--- src/rtl/mem_req_arbiter_pkg.sv ---
// rtl/mem_req_arbiter_pkg.sv - shared types and constants for the memory request arbiter
package mem_arb_pkg;

  typedef enum logic [1:0] {
    IDLE     = 2'd0,
    WAIT_ACK = 2'd1,
    RESP     = 2'd2
  } state_t;

  localparam logic MEM_RD = 1'b0;
  localparam logic MEM_WR = 1'b1;

  // Index width for a port count; a single port still needs one bit.
  function automatic int id_width(input int n);
    return (n > 1) ? $clog2(n) : 1;
  endfunction

endpackage

--- src/rtl/mem_req_arbiter_if.sv ---
// rtl/mem_req_arbiter_if.sv - requester and memory side signals of the arbiter
interface mem_req_arbiter_if
  import mem_arb_pkg::*;
#(
  parameter int NUM_PORTS = 2,
  parameter int ADDR_W    = 32,
  parameter int DATA_W    = 32
);
  localparam int GW = id_width(NUM_PORTS);

  logic [NUM_PORTS-1:0]        req_valid;
  logic [NUM_PORTS-1:0]        req_rd_wr;
  logic [NUM_PORTS*ADDR_W-1:0] req_addr;
  logic [NUM_PORTS*DATA_W-1:0] req_wr_data;
  logic [NUM_PORTS-1:0]        req_ack;
  logic                        req_err;
  logic [DATA_W-1:0]           req_rd_data;
  logic                        mem_req_valid;
  logic                        mem_rd_wr;
  logic [ADDR_W-1:0]           mem_rd_addr;
  logic [ADDR_W-1:0]           mem_wr_addr;
  logic [DATA_W-1:0]           mem_wr_data;
  logic [DATA_W-1:0]           mem_rd_data;
  logic                        mem_ack;
  logic                        busy;
  logic [GW-1:0]               grant_id;

  modport slave (
    input  req_valid, req_rd_wr, req_addr, req_wr_data, mem_rd_data, mem_ack,
    output req_ack, req_err, req_rd_data, mem_req_valid, mem_rd_wr,
           mem_rd_addr, mem_wr_addr, mem_wr_data, busy, grant_id
  );

  modport master (
    output req_valid, req_rd_wr, req_addr, req_wr_data, mem_rd_data, mem_ack,
    input  req_ack, req_err, req_rd_data, mem_req_valid, mem_rd_wr,
           mem_rd_addr, mem_wr_addr, mem_wr_data, busy, grant_id
  );

endinterface

--- src/rtl/mem_req_arbiter_rr_arbiter.sv ---
// rtl/mem_req_arbiter_rr_arbiter.sv - combinational round-robin port picker
module rr_arbiter
  import mem_arb_pkg::*;
#(
  parameter int NUM_PORTS = 2,
  parameter int GW        = id_width(NUM_PORTS)
) (
  input  logic [NUM_PORTS-1:0] req,
  input  logic [GW-1:0]        rr_ptr,
  output logic [GW-1:0]        grant,
  output logic                 grant_valid
);

  // First pass finds a requester at or after rr_ptr; second pass wraps to the lowest index.
  always_comb begin
    grant       = '0;
    grant_valid = 1'b0;
    for (int i = 0; i < NUM_PORTS; i++) begin
      if (!grant_valid && req[i] && (GW'(i) >= rr_ptr)) begin
        grant       = GW'(i);
        grant_valid = 1'b1;
      end
    end
    for (int i = 0; i < NUM_PORTS; i++) begin
      if (!grant_valid && req[i]) begin
        grant       = GW'(i);
        grant_valid = 1'b1;
      end
    end
  end

endmodule

--- src/rtl/mem_req_arbiter.sv ---
// rtl/mem_req_arbiter.sv - round-robin front-end sharing one memory port among requesters
module mem_req_arbiter
  import mem_arb_pkg::*;
#(
  parameter int NUM_PORTS      = 2,
  parameter int ADDR_W         = 32,
  parameter int DATA_W         = 32,
  parameter int TIMEOUT_CYCLES = 16
) (
  input logic              clk,
  input logic              reset,
  mem_req_arbiter_if.slave bus
);

  localparam int GW = id_width(NUM_PORTS);
  localparam int CW = (TIMEOUT_CYCLES > 0) ? $clog2(TIMEOUT_CYCLES + 1) : 1;

  state_t            state_q, state_d;
  logic [GW-1:0]     rr_ptr_q;
  logic [GW-1:0]     grant_q;
  logic              dir_q;
  logic [ADDR_W-1:0] addr_q;
  logic [DATA_W-1:0] wdata_q;
  logic [DATA_W-1:0] rdata_q;
  logic              err_q;
  logic [CW-1:0]     cnt_q;

  logic [GW-1:0]     arb_grant;
  logic              arb_valid;
  logic              sel_dir;
  logic [ADDR_W-1:0] sel_addr;
  logic [DATA_W-1:0] sel_wdata;
  logic              timeout_hit;

  rr_arbiter #(.NUM_PORTS(NUM_PORTS), .GW(GW)) u_rr (
    .req         (bus.req_valid),
    .rr_ptr      (rr_ptr_q),
    .grant       (arb_grant),
    .grant_valid (arb_valid)
  );

  assign timeout_hit = (TIMEOUT_CYCLES != 0) && (cnt_q == CW'(TIMEOUT_CYCLES));

  // Pick the winning port's direction, address and write data.
  always_comb begin
    sel_dir   = MEM_RD;
    sel_addr  = '0;
    sel_wdata = '0;
    for (int i = 0; i < NUM_PORTS; i++) begin
      if (arb_grant == GW'(i)) begin
        sel_dir   = bus.req_rd_wr[i];
        sel_addr  = bus.req_addr[i*ADDR_W +: ADDR_W];
        sel_wdata = bus.req_wr_data[i*DATA_W +: DATA_W];
      end
    end
  end

  // State register.
  always_ff @(posedge clk) begin
    if (reset) begin
      state_q <= IDLE;
    end else begin
      state_q <= state_d;
    end
  end

  // Next state; late or stray mem_ack outside WAIT_ACK has no effect.
  always_comb begin
    state_d = state_q;
    unique case (state_q)
      IDLE:     if (arb_valid) state_d = WAIT_ACK;
      WAIT_ACK: if (bus.mem_ack || timeout_hit) state_d = RESP;
      RESP:     state_d = IDLE;
      default:  state_d = IDLE;
    endcase
  end

  // Transaction registers: latch the request, count wait cycles, capture the response.
  always_ff @(posedge clk) begin
    if (reset) begin
      rr_ptr_q <= '0;
      grant_q  <= '0;
      dir_q    <= MEM_RD;
      addr_q   <= '0;
      wdata_q  <= '0;
      rdata_q  <= '0;
      err_q    <= 1'b0;
      cnt_q    <= '0;
    end else begin
      unique case (state_q)
        IDLE: begin
          if (arb_valid) begin
            grant_q <= arb_grant;
            dir_q   <= sel_dir;
            addr_q  <= sel_addr;
            wdata_q <= sel_wdata;
            rdata_q <= '0;
            err_q   <= 1'b0;
            cnt_q   <= CW'(1);
          end
        end
        WAIT_ACK: begin
          if (bus.mem_ack) begin
            rdata_q <= (dir_q == MEM_RD) ? bus.mem_rd_data : '0;
            err_q   <= 1'b0;
          end else if (timeout_hit) begin
            rdata_q <= '0;
            err_q   <= 1'b1;
          end else if (cnt_q != '1) begin
            cnt_q <= cnt_q + 1'b1;
          end
        end
        RESP: begin
          rr_ptr_q <= (grant_q == GW'(NUM_PORTS - 1)) ? '0 : grant_q + 1'b1;
          cnt_q    <= '0;
        end
        default: ;
      endcase
    end
  end

  // Outputs decoded from registered state only; everything idles at zero.
  always_comb begin
    bus.busy          = (state_q != IDLE);
    bus.grant_id      = grant_q;
    bus.mem_req_valid = 1'b0;
    bus.mem_rd_wr     = MEM_RD;
    bus.mem_rd_addr   = '0;
    bus.mem_wr_addr   = '0;
    bus.mem_wr_data   = '0;
    bus.req_ack       = '0;
    bus.req_err       = 1'b0;
    bus.req_rd_data   = '0;
    if (state_q == WAIT_ACK) begin
      bus.mem_req_valid = 1'b1;
      bus.mem_rd_wr     = dir_q;
      if (dir_q == MEM_WR) begin
        bus.mem_wr_addr = addr_q;
        bus.mem_wr_data = wdata_q;
      end else begin
        bus.mem_rd_addr = addr_q;
      end
    end
    if (state_q == RESP) begin
      bus.req_ack[grant_q] = 1'b1;
      bus.req_err          = err_q;
      bus.req_rd_data      = rdata_q;
    end
  end

endmodule

--- src/flat_wrapper.sv ---
// flat-port wrapper written by rule: the top's interface ports become plain ports
module mem_req_arbiter_flat import mem_arb_pkg::*;
#(
  parameter int NUM_PORTS      = 2,
  parameter int ADDR_W         = 32,
  parameter int DATA_W         = 32,
  parameter int TIMEOUT_CYCLES = 16
)
  (clk, reset, bus_req_valid, bus_req_rd_wr, bus_req_addr, bus_req_wr_data, bus_mem_rd_data, bus_mem_ack, bus_req_ack, bus_req_err, bus_req_rd_data, bus_mem_req_valid, bus_mem_rd_wr, bus_mem_rd_addr, bus_mem_wr_addr, bus_mem_wr_data, bus_busy, bus_grant_id);
  mem_req_arbiter_if #(.NUM_PORTS(NUM_PORTS), .ADDR_W(ADDR_W), .DATA_W(DATA_W)) bus_i ();
  input logic clk;
  input logic reset;
  input wire logic [$bits(bus_i.req_valid)-1:0] bus_req_valid;
  input wire logic [$bits(bus_i.req_rd_wr)-1:0] bus_req_rd_wr;
  input wire logic [$bits(bus_i.req_addr)-1:0] bus_req_addr;
  input wire logic [$bits(bus_i.req_wr_data)-1:0] bus_req_wr_data;
  input wire logic [$bits(bus_i.mem_rd_data)-1:0] bus_mem_rd_data;
  input wire logic [$bits(bus_i.mem_ack)-1:0] bus_mem_ack;
  output wire logic [$bits(bus_i.req_ack)-1:0] bus_req_ack;
  output wire logic [$bits(bus_i.req_err)-1:0] bus_req_err;
  output wire logic [$bits(bus_i.req_rd_data)-1:0] bus_req_rd_data;
  output wire logic [$bits(bus_i.mem_req_valid)-1:0] bus_mem_req_valid;
  output wire logic [$bits(bus_i.mem_rd_wr)-1:0] bus_mem_rd_wr;
  output wire logic [$bits(bus_i.mem_rd_addr)-1:0] bus_mem_rd_addr;
  output wire logic [$bits(bus_i.mem_wr_addr)-1:0] bus_mem_wr_addr;
  output wire logic [$bits(bus_i.mem_wr_data)-1:0] bus_mem_wr_data;
  output wire logic [$bits(bus_i.busy)-1:0] bus_busy;
  output wire logic [$bits(bus_i.grant_id)-1:0] bus_grant_id;
  assign bus_i.req_valid = bus_req_valid;
  assign bus_i.req_rd_wr = bus_req_rd_wr;
  assign bus_i.req_addr = bus_req_addr;
  assign bus_i.req_wr_data = bus_req_wr_data;
  assign bus_i.mem_rd_data = bus_mem_rd_data;
  assign bus_i.mem_ack = bus_mem_ack;
  assign bus_req_ack = bus_i.req_ack;
  assign bus_req_err = bus_i.req_err;
  assign bus_req_rd_data = bus_i.req_rd_data;
  assign bus_mem_req_valid = bus_i.mem_req_valid;
  assign bus_mem_rd_wr = bus_i.mem_rd_wr;
  assign bus_mem_rd_addr = bus_i.mem_rd_addr;
  assign bus_mem_wr_addr = bus_i.mem_wr_addr;
  assign bus_mem_wr_data = bus_i.mem_wr_data;
  assign bus_busy = bus_i.busy;
  assign bus_grant_id = bus_i.grant_id;
  mem_req_arbiter #(.NUM_PORTS(NUM_PORTS), .ADDR_W(ADDR_W), .DATA_W(DATA_W), .TIMEOUT_CYCLES(TIMEOUT_CYCLES)) u_core (.clk(clk), .reset(reset), .bus(bus_i));
endmodule
--- config.mk ---
export PLATFORM = sky130hd
export DESIGN_NAME = mem_req_arbiter_flat
export DESIGN_NICKNAME = d
export VERILOG_FILES = /design/src/rtl/mem_req_arbiter_pkg.sv /design/src/rtl/mem_req_arbiter_if.sv /design/src/rtl/mem_req_arbiter_rr_arbiter.sv /design/src/rtl/mem_req_arbiter.sv /design/src/flat_wrapper.sv
export SDC_FILE = /design/constraint.sdc
export NUM_CORES = 1
export LEC_CHECK = 0
export CAP_MARGIN = 20
export CORE_AREA = 2 2 119 121
export CTS_CLUSTER_SIZE = 20
export DETAILED_ROUTE_END_ITERATION = 10
export DIE_AREA = 0 0 121 123
export HOLD_SLACK_MARGIN = 0.03
export MAX_ROUTING_LAYER = met4
export PLACE_DENSITY = 0.91
export SYNTH_ARGS = -nofsm -noshare
export SYNTH_HDL_FRONTEND = slang
export SYNTH_SLANG_ARGS = --single-unit
export TNS_END_PERCENT = 50
--- constraint.sdc ---
create_clock -name clk -period 4.2 [get_ports clk]
set_input_delay 0.63 -clock clk [delete_from_list [all_inputs] [get_ports clk]]
set_output_delay 0.63 -clock clk [all_outputs]
set_load 0.01 [all_outputs]
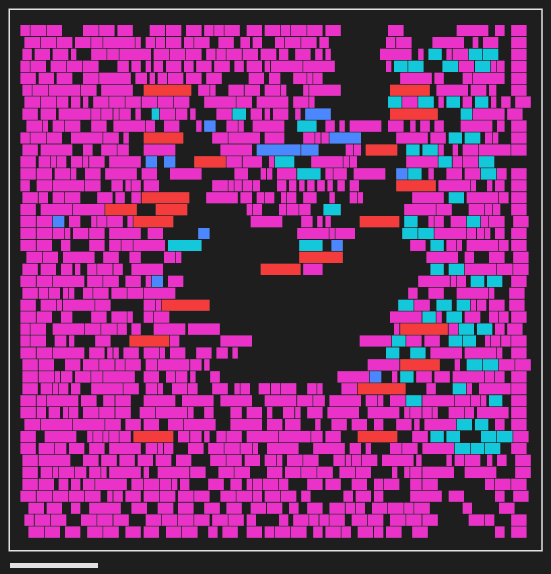
Fig. 1. Cell sizes after repair.
Scale bar: 20 um.
[cyan] drive 2 | cells: 65 | share: 7.0%
[red] drive 6 and up | cells: 21 | share: 2.3% | most used: clkbuf_16
[magenta] drive 1 or less | cells: 834 | share: 89% | most used: clkdlybuf4s50_1
[blue] drive 3 to 4 | cells: 13 | share: 1.4% | most used: buf_4

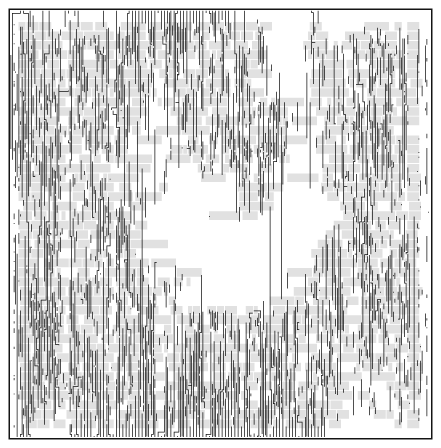
Fig. 2. Metal 2.
Cells faint in the background.
nets with wire on the layer: 915
wire length on this layer: 9180 um
main direction: vertical
longest straight run: 56.4 um
share of all routed wire: 48%

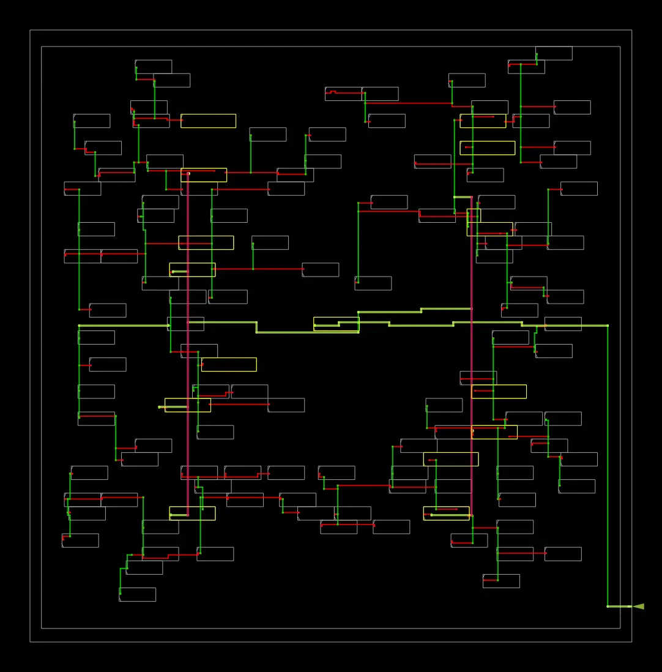
Fig. 3. Clock nets.
CTS Sinks: 107
number of clock buffers in the layout: 9
flop count: 107
Clk. pwr: 1.15 mW
CTS buffer count: 9

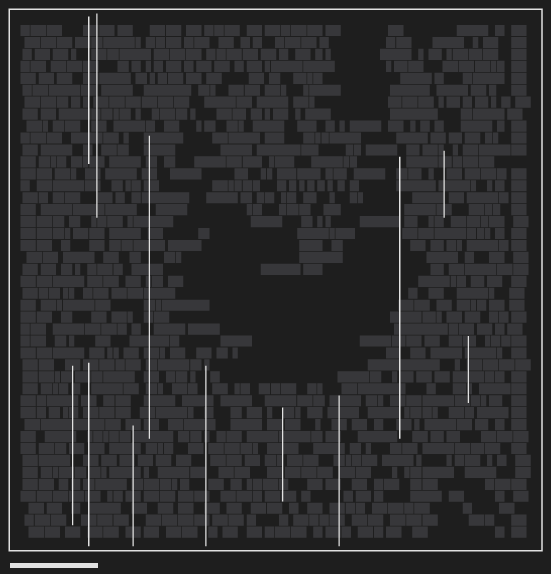
Fig. 4. Metal 4.
Scale bar: 20 um. Cells faint in the background.
share of all routed wire: 2.3%
longest straight run: 68.7 um

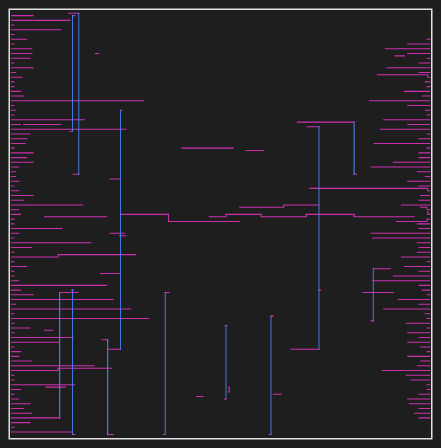
Fig. 5. Signal wires by layer.
Only two layers are drawn.
[blue] met4 | wire length: 443 um
[magenta] met3 | wire length: 1410 um

==> out/results.ini <==
[run_status]
outcome=finished clean

[final_timing]
skew_ps=3.26
timing.hold.ws_ps=446
hold_viol=0
worst_slew_pin_slew_ps=885
rsz0062_at_grt=false
finalMaxSlewViolations=0
clock.fmax_mhz=328
setup_violations=0
tns_ps=0
slew_headroom=0.410

[clock_network]
hold_buffers=0
clkLatencyLatePin_ps=350
cts_resized=0
postCtsSetupBuffers=0
root_buffer=clkbuf_16
cts_max_level=3
tritoncts=done
clk_path_buf_depth=2

[pwr]
sequentialPower_mw=1.18
top_power_group=sequential cells
p_sw_frac=0.276
power.density_nw_per_um2=332
p_leak_nw=3.94
comb-power_mw=0.785
ir_drop_v=0.000197
power_frac_seq=0.379

[worst_setup_path]
slowest_delay_ps=580
r2r-start=u_core.state_q[1]
cp.depth=5
crit_fanout=79
worstSetupStartpoint=u_core.state_q[1]
cp.buffers_inverters=3
cp-end-kind=output pin
path_cells=inv_1, ha_2, buf_4, and3_1, clkdlybuf4s50_1
path_class=reg -> out
rrSetupSlack_ps=1840
reg2reg_to=u_core.rdata_q[9]
required_ps=3570
path_delay_family=buffers and inverters
slowest_stage=buf_4

[synth]
ys_sh_xor=0
avgSynthCellArea_um2=8.79
async_flop_share=0
yosys_warnings=0
yosysUniqueCellTypes=40
ys_sh_mux=0.114
ys_seq_elements=107
aoi_share=0.156
yosys_area_um2=5860
synthTopLogicFamily=simple AND/OR/NAND/NOR gates
syn_area_um2=5860
edf_count=0

[place]
post_dp_cell_area_um2=8930
hpwl_um=13600

[global_routing]
grt_start_max_net_pins=80
grt_usage=0.256
grt_pass1_vias=5655
antenna_found_initial=0
grt_first_pass_wirelength_um=28900

[layout]
largest_class=logic gates
comb_cells=486
comb_area_frac=0.360
antenna_cells=0
n_all_buffers=315
comb_area_um2=3380
fillers=1040
final-clk-cell-share=0.0440
inverters=9
register_area_um2=2140
seq_share=0.228

[route]
wire_per_inst_um=17.0
first_pass_iters=4
drt-initial-drc-count=249
wirelength_um=19000
ant_nets=0
vias=5798

[floorplanning]
die_w_um=121
die_h_um=123
coreArea_um2=13600
row_count=43

[min_path]
min_from=u_core.rdata_q[1]
min_path_cells=2
holdPathEnd=u_core.rdata_q[1]
hold_class=reg -> reg

[run]
log.warning_count=29

==> kinds of logic after synthesis <==
group	count (synthesis)
mux	67
buf+inv	74
fa+ha+maj	6
simple gates	294
compound gates	119
flops	107
==> synthesized netlist by cell type (3+ instances only) <==
cell      count  share of area
nor3_1        3         0.0026
buf_2         9         0.0077
nand3_1       7         0.0060
nand2_1      37          0.024
o21ai_0       5         0.0043
and3_1       67          0.071
o21ai_2      28          0.042
nand3_2      28          0.048
a21oi_1       4         0.0034
and2_1       67          0.071
nor2b_1       3         0.0032
a211oi_1     66          0.084
o21ai_1       5         0.0043
clkbuf_1     42          0.027
buf_6         6          0.012
inv_1         9         0.0058
buf_4         8          0.010
dfxtp_1     107           0.37
mux2i_1      67           0.11
ha_1          6          0.013
nor2_1       74          0.047
==> worst min-delay path, stage by stage (launching register included) <==
cell and delay [ps]:
dfxtp_1 310, nand2_1 50, o21ai_1 50
==> layer usage <==
metal  part of all wire  global-route usage  up-vias
met5                  0                   -        -
met1               0.42               0.297     2671
met4              0.023               0.105        0
li1                   -                   -     2870
met2               0.48               0.423      228
met3              0.074              0.0678       29
==> registers in the layout, indices dropped and copies added, names as in the netlist <==
register / flops
u_core.err_q: 1
u_core.rr_ptr_q: 1
u_core.bus.grant_id: 1
u_core.state_q: 2
u_core.addr_q: 32
u_core.cnt_q: 5
u_core.wdata_q: 32
u_core.dir_q: 1
u_core.rdata_q: 32
==> stage by stage <==
stage                      util  total power [mW]  worst slack, ps
after floorplan               -              1.64             2150
after global routing      0.690              3.25             1030
after detailed placement  0.656              1.98             1310
after CTS                 0.686              3.13              923
final                     0.690              3.12             1150
after global placement    0.656              1.96             1430
Power figures rest on the tool's default switching activity, not on a simulated workload.
